**src/rtl/hamming_dec.sv**
```systemverilog
// Hamming(7,4) single-error-correcting decoder with a one-deep ready/valid
// output register and a saturating corrected-error counter.
module hamming_dec #(
    parameter int unsigned CNT_W = 8
) (
    input  logic             clk,
    input  logic             rst,
    input  logic             in_valid,
    input  logic [6:0]       in_cw,
    output logic             in_ready,
    output logic             out_valid,
    input  logic             out_ready,
    output logic [3:0]       out_data,
    output logic [2:0]       out_syn,
    output logic             out_err,
    input  logic             clr_cnt,
    output logic [CNT_W-1:0] err_cnt
);

    localparam logic [CNT_W-1:0] CNT_MAX = '1;

    logic [2:0] syn_c;
    logic [7:0] pos_onehot_c;
    logic [6:0] cw_fix_c;
    logic [3:0] data_c;
    logic       xfer_c;

    // Syndrome over code positions; in_cw[k-1] is position k.
    always_comb begin
        syn_c[0] = in_cw[0] ^ in_cw[2] ^ in_cw[4] ^ in_cw[6];
        syn_c[1] = in_cw[1] ^ in_cw[2] ^ in_cw[5] ^ in_cw[6];
        syn_c[2] = in_cw[3] ^ in_cw[4] ^ in_cw[5] ^ in_cw[6];
    end

    // Bit 0 of the one-hot stands for "no error" and is dropped.
    always_comb begin
        pos_onehot_c = 8'b0000_0001 << syn_c;
        cw_fix_c     = in_cw ^ pos_onehot_c[7:1];
        data_c       = {cw_fix_c[6], cw_fix_c[5], cw_fix_c[4], cw_fix_c[2]};
    end

    assign in_ready = !out_valid || out_ready;
    assign xfer_c   = in_valid && in_ready;

    always_ff @(posedge clk or posedge rst) begin
        if (rst) begin
            out_valid <= 1'b0;
            out_data  <= 4'h0;
            out_syn   <= 3'b000;
            out_err   <= 1'b0;
        end else begin
            if (xfer_c) begin
                out_data <= data_c;
                out_syn  <= syn_c;
                out_err  <= (syn_c != 3'b000);
            end
            if (xfer_c) begin
                out_valid <= 1'b1;
            end else if (out_ready) begin
                out_valid <= 1'b0;
            end
        end
    end

    // Clear has priority over a coincident errored transfer.
    always_ff @(posedge clk or posedge rst) begin
        if (rst) begin
            err_cnt <= '0;
        end else if (clr_cnt) begin
            err_cnt <= '0;
        end else if (xfer_c && (syn_c != 3'b000) && (err_cnt != CNT_MAX)) begin
            err_cnt <= err_cnt + CNT_W'(1);
        end
    end

endmodule

```
**config.mk**
```make
export PLATFORM = sky130hd
export DESIGN_NAME = hamming_dec
export DESIGN_NICKNAME = d
export VERILOG_FILES = /design/src/rtl/hamming_dec.sv
export SDC_FILE = /design/constraint.sdc
export NUM_CORES = 1
export LEC_CHECK = 0
export CORE_MARGIN = 4
export CORE_UTILIZATION = 45
export CTS_CLUSTER_SIZE = 10
export DETAILED_ROUTE_END_ITERATION = 7
export GPL_TIMING_DRIVEN = 1
export PLACE_DENSITY = 0.86
export SLEW_MARGIN = 20
export SYNTH_ARGS = -nofsm -noshare
export SYNTH_HDL_FRONTEND = slang
export SYNTH_SLANG_ARGS = --single-unit
```
**constraint.sdc**
```tcl
create_clock -name clk -period 2.1 [get_ports clk]
set_input_delay 0.21 -clock clk [delete_from_list [all_inputs] [get_ports clk]]
set_output_delay 0.21 -clock clk [all_outputs]
set_load 0.05 [all_outputs]
```
==> images/placement_by_type.png <==
Scale bar: 20 µm. Fill, decap, tap and diode cells in grey.
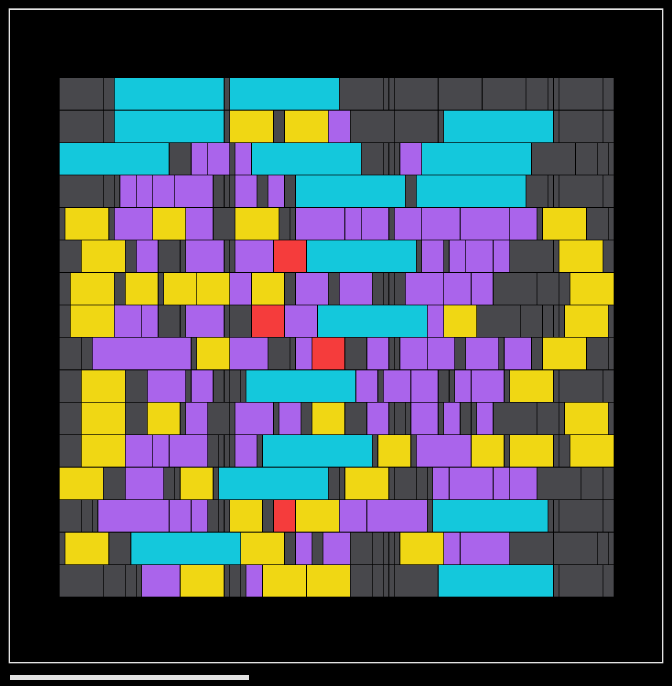
| class | colour | cells |
|---|---|---|
| other buffers and delay cells | yellow | 41 |
| combinational and other logic | purple | 81 |
| clock drivers and dummy loads | red | 4 |
| flops | cyan | 17 |
final instance area: 1400 µm²
row count: 16

==> images/flops_by_reg.png <==
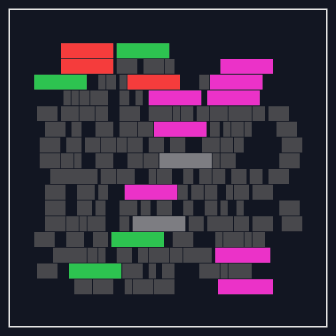
| netlist name | colour | placed flops |
|---|---|---|
| err_cnt | magenta | 8 |
| out_data | green | 4 |
| out_syn | red | 3 |
not coloured: 2
Seq. pwr: 389 µW
sequential cell area: 428 µm²
Final Util: 69.1%

==> job_summary.md <==
## Synthesis and layout report

| Metric | Value |
|---|---|
| Reg2Reg Launch Point | err_cnt[0]$_DFFE_PP0P_ |
| Status | finished, final reports clean |
| WL met2 | 1230 µm |
| Max reg flops | 8 |
| IO Port Bufs | 29 |
| GRT met2 Usage | 33.7% |
| RePlAce Congestion | 0.832 |
| Crit path to | out_data[2]$_DFFE_PP0P_ |
| Comb area share | 37.2% |
| R2r setup slk | 0.20 ns |
| Psw | 376 µW |
| Cell count of the worst reg-to-reg path | 6 |
| Routed length on met3 | 119 µm |
| TritonCTS buffer count | 3 |
| Synthesized instance count | 102 |
| Comb. pwr | 417 µW |
| Core Box Area | 2020 µm² |
| Post-CTS sizing | 0 |
| Fin. max-slew vios | 0 |
| Crit. End Element | flip-flop |
| Clk buf depth | 2 |
| HP Class | input port to asynchronous set/reset pin |
| Sw Share | 38.6% |
| Vias/cell | 5.19 |
| Io pins | 30 |
| Met3 layer usage reported by global route | 3.00% |
| Sequential Power Share | 40.0% |
| Yosys warning count | 0 |
| Clock buffers | 3 |
| Area fraction in mux cells | 4.48% |
| Filler cells | 173 |
| Clock network area share | 1.97% |
| Clk pwr share | 17.2% |
| Internal Power | 598 µW |
| Slew margin rel. | 58.2% |
| XOR Share, Synth | 12.0% |
| Initial drt markers | 9 |
| GRT busiest layer | met2 |
| Top flop regs | err_cnt: 8 flops, out_data: 4 flops, out_syn: 3 flops |
| Largest power group | combinational cells |
| Comb power frac | 42.8% |
| Area fraction in compound gates | 9.85% |
| Yosys Chip Area | 978 µm² |
| Die width | 54.6 µm |
| Min Hold Slack | 0.297 ns |
| Latest clock arrival within the worst-skew pair | 0.28 ns |
| Die area | 2980 µm² |
| Dpl ws | -0.196 ns |
| PD cells | 697 nW/µm² |
| P&R area growth vs syn | 42.8% |
| Dpl hpwl | 1870 µm |
| Number of setup violations in the final report | 0 |
| Ys async rst share | 100% |
| CTS H-Tree Depth | 1 |
| Non-clock buffer share | 27.0% |
| Ys cells | 102 |
| Ys flops | 17 |
| Final Hold Fails | 0 |
| Max-cap violations | 0 |
| Post-Route Skew | 0.00188 ns |
| Via Count | 882 |
| Synthesized Nets | 115 |
| Root buf cell | clkbuf_4 |
| CP Buf/Inv Count | 2 |
| Adders+Majority by Area | 1.28% |
| RSZ-0062 raised after global routing | no |
| Slowest cell on the critical path | clkdlybuf4s50_1 |
| Total wire length | 2270 µm |
| Dominant comb cell | simple AND/OR/NAND/NOR gates |
| Total GRT Usage | 17.6% |
| CTS tree | yes |
| Dominant flop cell | dfrtp_1 |
| Initial antenna violation count | 0 |
| CTS Sinks | 17 |
| Placed insts | 166 |
| Total congestion overflow | 0 |
| Critical path fanouts, max | 4 |
| Detail Route Antenna Nets | 0 |
| First-pass GRT wire length | 3800 µm |
| MI comb area | 519 µm² |
| Worst vdd ir | 0.452 mV |
==> metrics by stage <==
step / setup TNS [ns] / cell area, µm²
6_report: 0 / 1400
4_1_cts: 0 / 1400
5_1_grt: 0 / 1400
3_5_place_dp: -1.06 / 1370
3_3_place_gp: -0.357 / 1370
2_1_floorplan: 0 / 988
==> layout by cell type (no fill, tap or decap), types with 2 or more instances in the layout <==
master and n:
xnor2_1 6, dfrtp_1 15, nor2_1 5, a21oi_1 2, nand3_1 4, or3_1 3, nand2_1 13, and2_1 2
dfrtp_2 2, xor2_1 3, o21ai_1 2, mux2_1 2, inv_1 3, o21ai_0 6, buf_4 13, nor3_1 3
clkbuf_4 3, nand4_1 4, nor2b_1 3, o31ai_1 2, clkdlybuf4s50_1 28, nand2b_1 2
No activity file was given, so power comes from the tool's default toggle rates.
